io_fan.png
(3 px per micron)
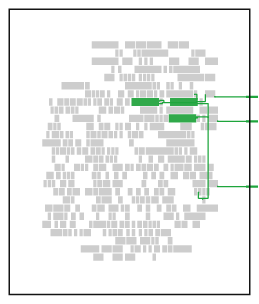
sizes.png
(4 px per micron)
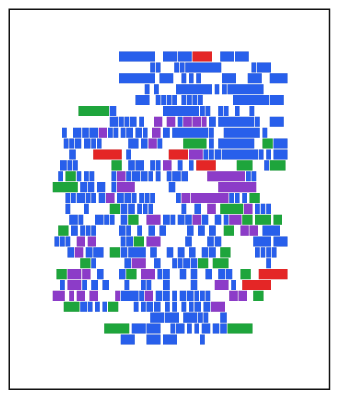
wires.png
(4 px per micron) Two of the layers only.
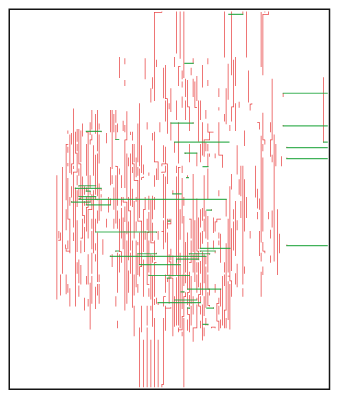
==> src/rtl/prio_rr_encoder_if.sv <==
// Request/grant bundle between the request sources, the encoder and the
// downstream consumer.
interface prio_rr_encoder_if #(
    parameter int N = 8,
    parameter int W = $clog2(N)
) ();
    logic [N-1:0] req;
    logic         mode;
    logic         out_ready;
    logic         out_valid;
    logic [W-1:0] grant_idx;
    logic [N-1:0] grant_oh;

    modport master (
        output req, mode, out_ready,
        input  out_valid, grant_idx, grant_oh
    );

    modport slave (
        input  req, mode, out_ready,
        output out_valid, grant_idx, grant_oh
    );
endinterface

==> src/rtl/prio_rr_encoder.sv <==
// N-input priority encoder, fixed or round-robin, with a registered
// grant (index + one-hot) behind a valid/ready output handshake.
module prio_rr_encoder #(
    parameter int N = 8,
    parameter int W = $clog2(N)
) (
    input logic               clk,
    input logic               rst,
    prio_rr_encoder_if.slave  bus
);

    logic [W-1:0] ptr;
    logic [W-1:0] ptr_next;
    logic         accept;
    logic         load;
    logic [W-1:0] win_p0;
    logic         any_p0;

    // Highest-index set bit wins.
    function automatic logic [W-1:0] fixed_pick(input logic [N-1:0] r);
        logic [W-1:0] win;
        win = '0;
        for (int i = 0; i < N; i++) begin
            if (r[i]) win = W'(i);
        end
        return win;
    endfunction

    // Descending search from start, wrapping below 0 back to N-1.
    function automatic logic [W-1:0] rr_pick(input logic [N-1:0] r,
                                             input logic [W-1:0] start);
        logic [W-1:0] win;
        logic         found;
        int           idx;
        win   = '0;
        found = 1'b0;
        for (int k = 0; k < N; k++) begin
            idx = int'(start) - k;
            if (idx < 0) idx = idx + N;
            if (!found && r[idx]) begin
                found = 1'b1;
                win   = W'(idx);
            end
        end
        return win;
    endfunction

    assign accept = bus.out_valid & bus.out_ready;
    assign load   = ~bus.out_valid | bus.out_ready;

    always_comb begin
        ptr_next = ptr;
        if (accept) begin
            ptr_next = (bus.grant_idx == '0) ? W'(N - 1) : bus.grant_idx - W'(1);
        end
    end

    // Round-robin search starts at ptr_next so an accept and the following
    // reload share one cycle without a bubble.
    always_comb begin
        any_p0 = |bus.req;
        win_p0 = bus.mode ? rr_pick(bus.req, ptr_next) : fixed_pick(bus.req);
    end

    always_ff @(posedge clk or posedge rst) begin
        if (rst) begin
            ptr           <= W'(N - 1);
            bus.out_valid <= 1'b0;
            bus.grant_idx <= '0;
            bus.grant_oh  <= '0;
        end else begin
            ptr <= ptr_next;
            if (load) begin
                bus.out_valid <= any_p0;
                bus.grant_idx <= any_p0 ? win_p0 : '0;
                bus.grant_oh  <= any_p0 ? (N'(1) << win_p0) : '0;
            end
        end
    end

endmodule

==> src/flat_wrapper.sv <==
// flat-port wrapper written by rule: the top's interface ports become plain ports
module prio_rr_encoder_flat 
#(
    parameter int N = 8,
    parameter int W = $clog2(N)
)
  (clk, rst, bus_req, bus_mode, bus_out_ready, bus_out_valid, bus_grant_idx, bus_grant_oh);
  prio_rr_encoder_if #(.N(N), .W(W)) bus_i ();
  input logic clk;
  input logic rst;
  input wire logic [$bits(bus_i.req)-1:0] bus_req;
  input wire logic [$bits(bus_i.mode)-1:0] bus_mode;
  input wire logic [$bits(bus_i.out_ready)-1:0] bus_out_ready;
  output wire logic [$bits(bus_i.out_valid)-1:0] bus_out_valid;
  output wire logic [$bits(bus_i.grant_idx)-1:0] bus_grant_idx;
  output wire logic [$bits(bus_i.grant_oh)-1:0] bus_grant_oh;
  assign bus_i.req = bus_req;
  assign bus_i.mode = bus_mode;
  assign bus_i.out_ready = bus_out_ready;
  assign bus_out_valid = bus_i.out_valid;
  assign bus_grant_idx = bus_i.grant_idx;
  assign bus_grant_oh = bus_i.grant_oh;
  prio_rr_encoder #(.N(N), .W(W)) u_core (.clk(clk), .rst(rst), .bus(bus_i));
endmodule
==> config.mk <==
export PLATFORM = sky130hd
export DESIGN_NAME = prio_rr_encoder_flat
export DESIGN_NICKNAME = d
export VERILOG_FILES = /design/src/rtl/prio_rr_encoder_if.sv /design/src/rtl/prio_rr_encoder.sv /design/src/flat_wrapper.sv
export SDC_FILE = /design/constraint.sdc
export NUM_CORES = 1
export LEC_CHECK = 0
export ABC_AREA = 1
export CAP_MARGIN = 10
export CORE_ASPECT_RATIO = 1.25
export CORE_MARGIN = 10
export CORE_UTILIZATION = 45
export DETAILED_ROUTE_END_ITERATION = 6
export PLACE_DENSITY = 0.67
export SLEW_MARGIN = 10
export SYNTH_ARGS = -nofsm -noshare
export SYNTH_HDL_FRONTEND = slang
export SYNTH_SLANG_ARGS = --single-unit
==> constraint.sdc <==
create_clock -name clk -period 3.5 [get_ports clk]
set_input_delay 0.7 -clock clk [delete_from_list [all_inputs] [get_ports clk]]
set_output_delay 0.7 -clock clk [all_outputs]
set_load 0.02 [all_outputs]
==> results.yml <==
# synthesis and place-and-route metrics
synth:
  area_leaders: "nand3_1 17%, nand2_1 16%, dfrtp_1 15%, inv_1 6.4%, nand2_2 5.3%"
  yosys_area_sq_mm: 0.00200
  synthFlopType: "dfrtp_1"
  fp_nets: 326
  ys_sh_mux: 0
  synth_warnings: 0
  edf_count: 0
  yosysTopAreaCellShare: 0.172
  synth_cell_types: 34
  yosys-stat-cells: 310
  top_cell: "nand2_1"
  yosys.area_share.simple: 0.628
  syn-mean-instance-area_sq_um: 6.46
  synth.logic.top_family: "simple AND/OR/NAND/NOR gates"
  async_reset_ff_frac: 1.00
  top_area_cell: "nand3_1"
  synth-xor-area-share: 0
  top_cells_by_count: "88 x nand2_1, 69 x nand3_1, 34 x inv_1"
  compound_area_frac: 0.0512
  ys_sh_adder: 0.0250
  synthCells: 310
  synth_area_sq_mm: 0.00200
  synth_flop_count: 15
  yosys.stat.seqShare: 0.189
placement:
  dp_cells: 403
  gp_congestion: 0.923
  place_area_sq_mm: 0.00237
  pre_cts_ws_ns: -0.0339
  hpwl_microns: 4580
global_routing:
  grt_pass1_vias: 2026
  grt_overflow_total: 0
  grt-busiest-layer: "met2"
  grt_use_met2: 0.251
  grt_start_max_net_pins: 16
  grt_pass1_wl_microns: 9300
  use_met3: 0.0133
  grt_use_met1: 0.190
  antenna_found_initial: 0
detailed_routing:
  wl_per_cell_microns: 13.9
  dr.pass1.iters: 4
  viasPerCell: 5.26
  m1WireLength_microns: 2440
  drc: 0
  ant_nets: 0
  wl_met3_microns: 268
  wl_met2_microns: 2740
  drtIter0Drc: 201
  top_layer_used: "met4"
floorplan:
  taps: 58
  core_sq_mm: 0.00436
  die_w_microns: 79.7
  die_h_microns: 94.6
  fp-row-count: 27
  fp.dieArea_sq_mm: 0.00754
  fp_util: 0.460
critical_path:
  r2r-start: "u_core.bus.grant_idx[0]"
  endpoint: "u_core.bus.grant_oh[1]"
  cp_max_fo: 5
  arrival_ns: 3.21
  cp_top_family: "simple AND/OR/NAND/NOR gates"
  cp-start-kind: "flip-flop"
  worstSetupPathType: "reg2reg"
  r2r_cells: 23
  slowest_delay_ns: 0.40
  rrSetupSlack_ns: 0.42
  crit_chain: "inv_1 -> ha_1 -> ha_1 -> inv_1 -> nand2_1 -> nand2_8 -> nand2_8 -> inv_1 -> ha_1 -> inv_2 -> nand3_1 -> nand3_2 -> nand2_2 -> nor2_2 -> nand4_1 -> nor2_2 -> nand4_1 -> nand3_1 -> nand2_1 -> nand2_1 -> nor2_2 -> nand2_1 -> nand2_1"
  slowest_stage: "dfrtp_1"
  crit_start: "u_core.bus.grant_idx[0]"
  worstSetupPathDepth: 23
  required_ns: 3.64
  timing.rr.end: "u_core.bus.grant_oh[1]"
  end_kind: "flip-flop"
  crit_top_cell: "nand2_1"
power:
  clkPwrFrac: 0.047
  leakage_nw: 1.25
  power.largest_group: "combinational cells"
  sw_frac_of_total: 0.576
  comb_power_share: 0.846
  power_mw: 2.83
  power_combinational_mw: 2.40
  power_clock_uw: 134
  ir_drop_mv: 0.707
  p_seq_uw: 301
  power_density_mw_per_mm2: 1160
  p_int_mw: 1.20
timing:
  relSlewSlack: 0.578
  drv_slew: 0
  hold_viol_final: 0
  fin_ws_ns: 0.422
  skew_ns: 0.00316
  worst_pin_slew_ns: 0.627
  min_period_ns: 3.08
  fmax_mhz: 325
  rsz0062_at_grt: "no"
  whs_ns: 0.476
  fin_crit_sh: 0.879
  fin_setup_tns_ns: 0
  setup_violations: 0
cells_and_area:
  final_cell_mix: "88 x nand2_1, 69 x nand3_1, 33 x inv_1"
  clk_share: 0.0185
  top_register: "u_core.bus.grant_oh"
  design_area_sq_mm: 0.00244
  sh_seq_area: 0.155
  mostFrequentLayoutCell: "nand2_1"
  comb_area_sq_mm: 0.00143
  final_cells: 408
  inv_count: 37
  buf_share: 0.154
  seq_area_sq_um: 379
  area.growth.synth_to_final_pct: 21.7
  clockBufferCount: 4
  n_all_buffers: 42
  top_regs: "u_core.bus.grant_oh: 8 flops, u_core.bus.grant_idx: 3 flops, u_core.ptr: 3 flops"
  comb_area_frac: 0.584
  drive_gt1_frac: 0.229
  nets: 367
  fin_util: 0.560
  fill_cells: 430
  largest_cell_class: "logic gates"
cts:
  holdBufCountCts: 0
  numCtsBuffers: 3
  clkTransAtPathRegs_ns: 0.06
  htreeDepth: 1
  cts_tree: "built"
  clock_sinks: 15
  clk_latency_ns: 0.24
  clock_path_buffers: 2
  cts_resized: 0
  post_cts_buffers: 0
run:
  openroad.warnings: 26
  drv_cap: 0
outcome:
  status: "complete, no violations"
worst_hold_path:
  hold_start: "u_core.bus.grant_oh[7]"
  hold_depth: 2
  min_path_type: "reg2reg"
  holdPathEnd: "u_core.bus.grant_oh[7]"
## Picture notes: io_fan.png
Key: bus_grant_idx = green [bits 3, direction output, edge right, end cells 3, buffers 3, wire 102 microns]
IO Pins: 24
port bufs: 23

## Picture notes: sizes.png
Key: _3 and _4 cells = green [cells 31, share 8.9%]; _2 cells = purple [cells 43, share 12%]; _0 and _1 cells = blue [cells 270, share 77%]; _6 and larger = red [cells 6, share 1.7%]

## Picture notes: wires.png
Key: metal 3 = green [wire length 268 microns]; metal 2 = red [wire length 2,740 microns]
GRT Total Usage: 0.151
via count: 2,148
Post-Route WL: 5670 microns

No activity file was given, so power comes from the tool's default toggle rates.
